$ cat config.mk
export PLATFORM = sky130hd
export DESIGN_NAME = seq_hit_window_counter
export DESIGN_NICKNAME = d
export VERILOG_FILES = /design/src/rtl/seq_det_pkg.sv /design/src/rtl/sat_counter.sv /design/src/rtl/seq_hit_window_counter.sv
export SDC_FILE = /design/constraint.sdc
export NUM_CORES = 1
export LEC_CHECK = 0
export ABC_AREA = 1
export CAP_MARGIN = 20
export CORE_MARGIN = 3
export CORE_UTILIZATION = 56
export DETAILED_ROUTE_END_ITERATION = 12
export GPL_TIMING_DRIVEN = 0
export MAX_ROUTING_LAYER = met4
export PLACE_DENSITY = 0.84
export SLEW_MARGIN = 20
export SYNTH_ARGS = -nofsm -noshare
export SYNTH_HDL_FRONTEND = slang
export SYNTH_SLANG_ARGS = --single-unit
$ cat constraint.sdc
create_clock -name clk -period 2.3 [get_ports clk]
set_input_delay 0.46 -clock clk [delete_from_list [all_inputs] [get_ports clk]]
set_output_delay 0.46 -clock clk [all_outputs]
set_load 0.01 [all_outputs]
$ cat src/rtl/seq_det_pkg.sv
// Shared types and helpers for the sequence-detector hit window counter.
package seq_det_pkg;

    typedef enum logic {
        IDLE = 1'b0,
        RUN  = 1'b1
    } state_t;

    // Width of a timer that counts 0..win_len-1 (never narrower than one bit).
    function automatic int unsigned win_cnt_w(input int unsigned win_len);
        return (win_len <= 2) ? 1 : $clog2(win_len);
    endfunction

    // Largest value representable in w bits (w <= 16).
    function automatic logic [15:0] sat_max(input int unsigned w);
        return 16'((32'd1 << w) - 32'd1);
    endfunction

endpackage

$ cat src/rtl/sat_counter.sv
// Saturating up-counter with synchronous clear and a sticky overflow flag.
// count_next/ovf_next expose the value the counter would take with this
// cycle's inc applied, ignoring clear, so a window's final tally is visible
// on the same cycle it is cleared.
module sat_counter
    import seq_det_pkg::*;
#(
    parameter int unsigned CNT_W = 8
) (
    input  logic             clk,
    input  logic             rst_n,
    input  logic             clear,
    input  logic             inc,
    output logic [CNT_W-1:0] count,
    output logic             ovf,
    output logic [CNT_W-1:0] count_next,
    output logic             ovf_next
);

    localparam logic [CNT_W-1:0] MAX = CNT_W'(sat_max(CNT_W));

    logic [CNT_W-1:0] count_q;
    logic             ovf_q;

    // Saturating increment; an increment attempted at MAX sets ovf.
    always_comb begin
        count_next = count_q;
        ovf_next   = ovf_q;
        if (inc) begin
            if (count_q == MAX) begin
                ovf_next = 1'b1;
            end else begin
                count_next = count_q + CNT_W'(1);
            end
        end
    end

    // Counter state; clear wins over increment.
    always_ff @(posedge clk) begin
        if (!rst_n || clear) begin
            count_q <= '0;
            ovf_q   <= 1'b0;
        end else begin
            count_q <= count_next;
            ovf_q   <= ovf_next;
        end
    end

    assign count = count_q;
    assign ovf   = ovf_q;

endmodule

$ cat src/rtl/seq_hit_window_counter.sv
// Counts detector hits over fixed WIN_LEN-cycle windows and publishes each
// window's saturating count on a valid/ready interface. A result that cannot
// be stored because the previous one is still unconsumed is dropped and
// flagged with a one-cycle drop pulse.
module seq_hit_window_counter
    import seq_det_pkg::*;
#(
    parameter int unsigned WIN_LEN = 16,
    parameter int unsigned CNT_W   = 8
) (
    input  logic             clk,
    input  logic             rst_n,
    input  logic             en,
    input  logic             hit,
    output logic [CNT_W-1:0] cnt_data,
    output logic             cnt_ovf,
    output logic             cnt_valid,
    input  logic             cnt_ready,
    output logic             drop
);

    localparam int unsigned          TIMER_W = win_cnt_w(WIN_LEN);
    localparam logic [TIMER_W-1:0]   LAST    = TIMER_W'(WIN_LEN - 1);

    state_t             state_q, state_d;
    logic [TIMER_W-1:0] timer_q, timer_d;
    logic               acc_clear, acc_inc, win_end;
    logic [CNT_W-1:0]   acc_count, acc_final;
    logic               acc_ovf, acc_ovf_final;

    logic [CNT_W-1:0]   data_q;
    logic               ovf_q, valid_q, valid_d, drop_q, drop_d, load;

    sat_counter #(
        .CNT_W (CNT_W)
    ) u_acc (
        .clk        (clk),
        .rst_n      (rst_n),
        .clear      (acc_clear),
        .inc        (acc_inc),
        .count      (acc_count),
        .ovf        (acc_ovf),
        .count_next (acc_final),
        .ovf_next   (acc_ovf_final)
    );

    // Window FSM and timer. The IDLE cycle that sees en high is window cycle 0,
    // so the timer leaves IDLE already at 1.
    always_comb begin
        state_d   = state_q;
        timer_d   = timer_q;
        acc_clear = 1'b0;
        acc_inc   = 1'b0;
        win_end   = 1'b0;
        unique case (state_q)
            IDLE: begin
                timer_d = '0;
                if (en) begin
                    state_d = RUN;
                    acc_inc = hit;
                    timer_d = TIMER_W'(1);
                end
            end
            RUN: begin
                if (!en) begin
                    // Partial window is discarded; any pending result is kept.
                    state_d   = IDLE;
                    timer_d   = '0;
                    acc_clear = 1'b1;
                end else begin
                    acc_inc = hit;
                    if (timer_q == LAST) begin
                        win_end   = 1'b1;
                        timer_d   = '0;
                        acc_clear = 1'b1;
                    end else begin
                        timer_d = timer_q + TIMER_W'(1);
                    end
                end
            end
            default: state_d = IDLE;
        endcase
    end

    // Result register control: the oldest unconsumed result wins.
    always_comb begin
        load    = win_end && (!valid_q || cnt_ready);
        drop_d  = win_end && valid_q && !cnt_ready;
        valid_d = valid_q;
        if (load) begin
            valid_d = 1'b1;
        end else if (valid_q && cnt_ready) begin
            valid_d = 1'b0;
        end
    end

    // FSM state and timer registers.
    always_ff @(posedge clk) begin
        if (!rst_n) begin
            state_q <= IDLE;
            timer_q <= '0;
        end else begin
            state_q <= state_d;
            timer_q <= timer_d;
        end
    end

    // Output result registers and drop pulse.
    always_ff @(posedge clk) begin
        if (!rst_n) begin
            data_q  <= '0;
            ovf_q   <= 1'b0;
            valid_q <= 1'b0;
            drop_q  <= 1'b0;
        end else begin
            if (load) begin
                data_q <= acc_final;
                ovf_q  <= acc_ovf_final;
            end
            valid_q <= valid_d;
            drop_q  <= drop_d;
        end
    end

    assign cnt_data  = data_q;
    assign cnt_ovf   = ovf_q;
    assign cnt_valid = valid_q;
    assign drop      = drop_q;

    // Registered accumulator outputs are only needed through count_next/ovf_next.
    logic unused_acc;
    assign unused_acc = ^{acc_count, acc_ovf};

endmodule

==> PnR_summary.wiki <==
== Run summary ==
{| class="wikitable"
! Metric !! Value
|-
| Tcrit/Tclk final || 0.743
|-
| Count of fill cells added during filler insertion || about 160
|-
| Number of instances in the placed design || 198
|-
| Number of pins with negative max-slew slack in the final report || 0
|-
| Core region area || about 1800 sq um
|-
| Die Height || approximately 51 microns
|-
| Transition time at the pin with the least slew margin || between 0.4 and 0.5 ns
|-
| Crit Path Max Fanout || 2
|-
| Arrival time reported for the critical path endpoint || around 1.3 ns
|-
| Count of standard-cell rows || 15
|-
| Async set-or-reset flop fraction in the synthesized netlist || 0
|-
| Max incr delay on CP || 0.56 ns
|-
| Largest net degree at the start of global routing || 14
|-
| Final Core Density || 0.736
|-
| Final Hold Violating Endpoints || 0
|-
| Maximum clock skew at final layout || 0.0109 ns
|-
| #FFs+latches synth || 25
|-
| Reported max-cap violation count || 0
|-
| Crit path DRT || 1.84 ns
|-
| Peak ir drop on the vdd network || between 0.3 and 0.4 mV
|-
| Final non-filler cell total || 202
|-
| Weighted congestion at the end of routability-driven global placement || just over 0.9
|-
| Number of different library cells in the post-synthesis netlist || 23
|-
| Initial standard-cell utilization of the core || 0.621
|-
| Gate count after technology mapping || about 160
|-
| Syn avg cell area || roughly 7.1 sq um
|-
| Number of buffer and inverter stages on the critical path || 1
|-
| Wire length of the first global-routing pass || approximately 4000 microns
|-
| Die area || approximately 2600 sq um
|-
| Total power consumption of the routed design || between 0.6 and 0.7 mW
|-
| Leak pwr || roughly 0.55 nW
|-
| CP Cell Sequence || clkdlybuf4s50_1
|-
| IO Count || 16
|-
| Die boundary width || between 50 and 60 microns
|-
| Total iterations of the first detailed-routing run || 4
|-
| Cell type with the largest total area || sky130_fd_sc_hd__dfxtp_1
|-
| Number of antenna violations at the first check in global routing || 0
|-
| Critical Path End Type || primary output
|-
| Run status || complete, no violations
|-
| Max-slew headroom || 0.717
|-
| Total setup buffers inserted after CTS || 0
|-
| Count of instances resized after the clock tree is built || 0
|-
| Overflow left after global routing || 0
|-
| Flip-flops with a built-in enable || 0
|-
| Maximum clock frequency || about 0.58 GHz
|-
| Half-perimeter wire length after detailed placement || approximately 1800 microns
|-
| Commonest cells in the synthesized netlist || 35 x sky130_fd_sc_hd__nand2_1, 28 x sky130_fd_sc_hd__nor2_1, 25 x sky130_fd_sc_hd__dfxtp_1
|-
| Library cell used as clock root buffer || sky130_fd_sc_hd__clkbuf_4
|-
| Wirelength, routed || 2260 microns
|-
| Yosys cell count || about 160
|-
| Number of global-route vias before repair || 924
|-
| Power density of the placed cells || ~500 nW/um^2
|-
| Sequential standard cell area || between 500 and 600 sq um
|-
| Total CTS buffers || 3
|-
| Most repeated cell in the gate-level netlist after synthesis || sky130_fd_sc_hd__nand2_1
|-
| Clock-pin slew on the worst setup and hold paths || 0.13 ns
|-
| CTS tree || done
|-
| Synthesized chip area reported by yosys || about 1100 sq um
|-
| Setup Crit Path Kind || register to primary output
|-
| First DRT Iteration DRCs || 23
|-
| Area growth from synthesis to final layout || 18.6%
|-
| Cell at the slowest stage of the critical path || sky130_fd_sc_hd__clkdlybuf4s50_1
|-
| Accumulated negative setup slack || 0 ns
|-
| Combinational gate area || between 500 and 600 sq um
|-
| Total tool warning count || 26
|-
| Kind of cell adding the most delay to the critical path || buffers and inverters
|-
| Diodes inserted || 0
|-
| Synthesized netlist net count || about 170
|-
| Routed Antenna Nets || 0
|-
| Buffer depth of the longest clock path || 2
|-
| Setup repair after global routing missed its margin || false
|-
| Post-cts hold-fix buffer tally || 0
|-
| Startpoint Class || register
|-
| Area of the mapped netlist || around 1100 sq um
|-
| Largest cells by area after synthesis || sky130_fd_sc_hd__dfxtp_1 45%, sky130_fd_sc_hd__nand2_1 12%, sky130_fd_sc_hd__nor2_1 9.4%, sky130_fd_sc_hd__nand3_1 8.5%, sky130_fd_sc_hd__inv_1 7.4%
|-
| Time the worst path needs with I/O delays and setup || 1.71 ns
|-
| Number of vias per cell || around 5
|-
| Total number of yosys warnings || 0
|-
| Buffers added on ports || 15
|-
| Proportion of layout cells with a drive suffix above 1 || 0.0565
|-
| Top_reg_cell synth || sky130_fd_sc_hd__dfxtp_1
|-
| DRC errors left || 0
|-
| Maximum level of the CTS H-tree || 1
|-
| Yosys top cell area share || 0.447
|-
| Sequential fraction of the synthesis area || 0.447
|-
| Path class of the lowest-slack min-delay path || register to register
|-
| Count of nets after finishing || 185
|-
| Clk latency late pin || a little over 0.3 ns
|-
| Number of vias after detailed routing || between 1,000 and 1,500
|-
| Final setup vio count || 0
|-
| Clock sink count || 25
|}
cells in the final DEF, fill, tap and decap left out, types with 3 or more instances in the layout:
cell | netlist | final
sky130_fd_sc_hd__nand3_1 | 19 | 19
sky130_fd_sc_hd__a21oi_1 | 8 | 8
sky130_fd_sc_hd__nand2_1 | 35 | 35
sky130_fd_sc_hd__dfxtp_1 | 25 | 25
sky130_fd_sc_hd__inv_1 | 22 | 22
sky130_fd_sc_hd__nor2_1 | 28 | 28
sky130_fd_sc_hd__clkbuf_4 | 0 | 3
sky130_fd_sc_hd__o21ai_0 | 3 | 3
sky130_fd_sc_hd__clkdlybuf4s50_1 | 0 | 15
report_power, final:
| part | switching, mW | internal [mW] | total (mW) |
|---|---|---|---|
| logic | 0.0211 | 0.0135 | 0.0347 |
| clock network | 0.123 | 0.0677 | 0.190 |
| registers | 0.00512 | 0.438 | 0.443 |
registers in the layout, summed over array words and instances, names as in the netlist:
register,flops
cnt_data,8
cnt_ovf,1
cnt_valid,1
drop,1
state_q,1
timer_q,4
u_acc.count,8
u_acc.ovf,1
kinds of logic (layout without fill, tap and decap cells):
family / Yosys count / in the layout / synth area share
xor+xnor: 3 / 3 / 0.0235
compound gates: 14 / 14 / 0.0682
fa+ha+maj: 2 / 2 / 0.0224
flops: 25 / 25 / 0.447
buf+inv: 25 / 44 / 0.0906
simple gates: 89 / 89 / 0.348
worst paths after layout:
path                                  start     endpoint  slack (ns)  cells past startpoint
worst min register to register    u_acc.ovf    u_acc.ovf        0.47                      2
worst min-delay path              u_acc.ovf    u_acc.ovf        0.47                      2
worst max register to register   timer_q[0]  cnt_data[3]        0.63                      7
worst max-delay path            cnt_data[7]  cnt_data[7]        0.59                      1
area by class of cell:
| type | count | share of cell area |
|---|---|---|
| timing repair buffer | 15 | 0.113 |
| multi-input combinational | 108 | 0.390 |
| clock buffer | 4 | 0.0198 |
| sequential | 25 | 0.377 |
| buffer | 1 | 0.00849 |
| inverter | 24 | 0.0679 |
| tap | 25 | 0.0236 |
worst min-delay path: cells and delay by family (launching register included):
| family | cells | cell delay [ns] |
|---|---|---|
| flops | 1 | 0.32 |
| compound gates | 1 | 0.06 |
| buf+inv | 1 | 0.06 |
layer usage:
metal,vias up,share of wire,wire length (microns),GRT usage
li1,536,-,-,-
met1,442,0.46,1040,0.262
met2,29,0.48,1090,0.354
met3,2,0.049,110,0.0267
met4,0,0.0075,17,0.0538
met5,-,0,0,-
through the flow:
stage / setup WS [ns] / instance area (sq um) / hold WS [ns]
after floorplan: 0.935 / 1120 / 0.436
after CTS: 0.588 / 1330 / 0.477
final: 0.590 / 1330 / 0.472
after global placement: 0.301 / 1300 / 0.446
after global routing: 0.546 / 1330 / 0.506
after detailed placement: 0.302 / 1300 / 0.459
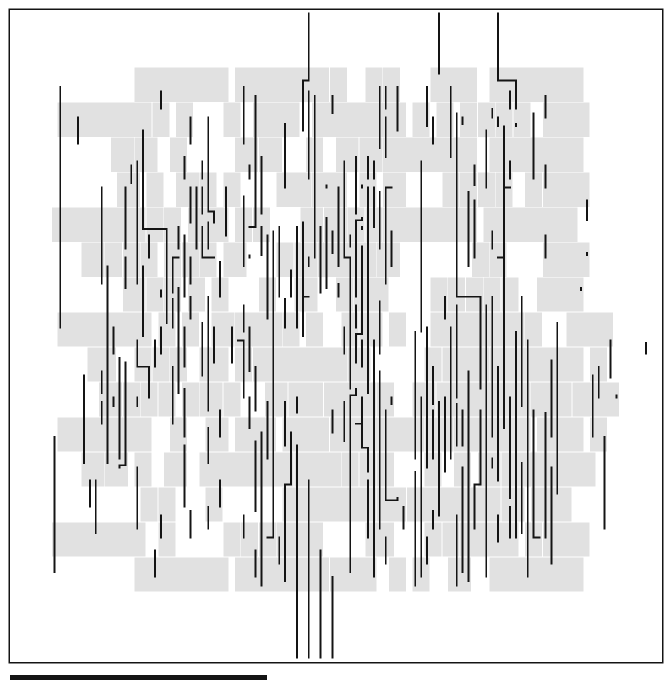
(metal 2)
The bar under the picture is 20 microns long.
wire length on this layer = 1,090 microns
nets with wire on the layer = 148

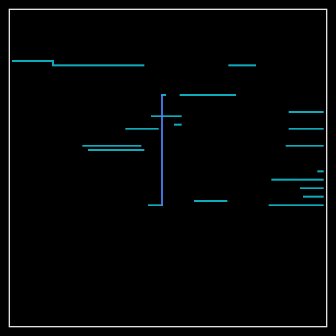
(metal layers overlaid)
Two of the layers only.
cyan -> metal 3  # wire length 110 microns
blue -> metal 4  # wire length 17.7 microns
combined global-route utilization of all metal layers: 0.209
drt wl/cell: 11.2 microns

Power figures rest on the tool's default switching activity, not on a simulated workload.
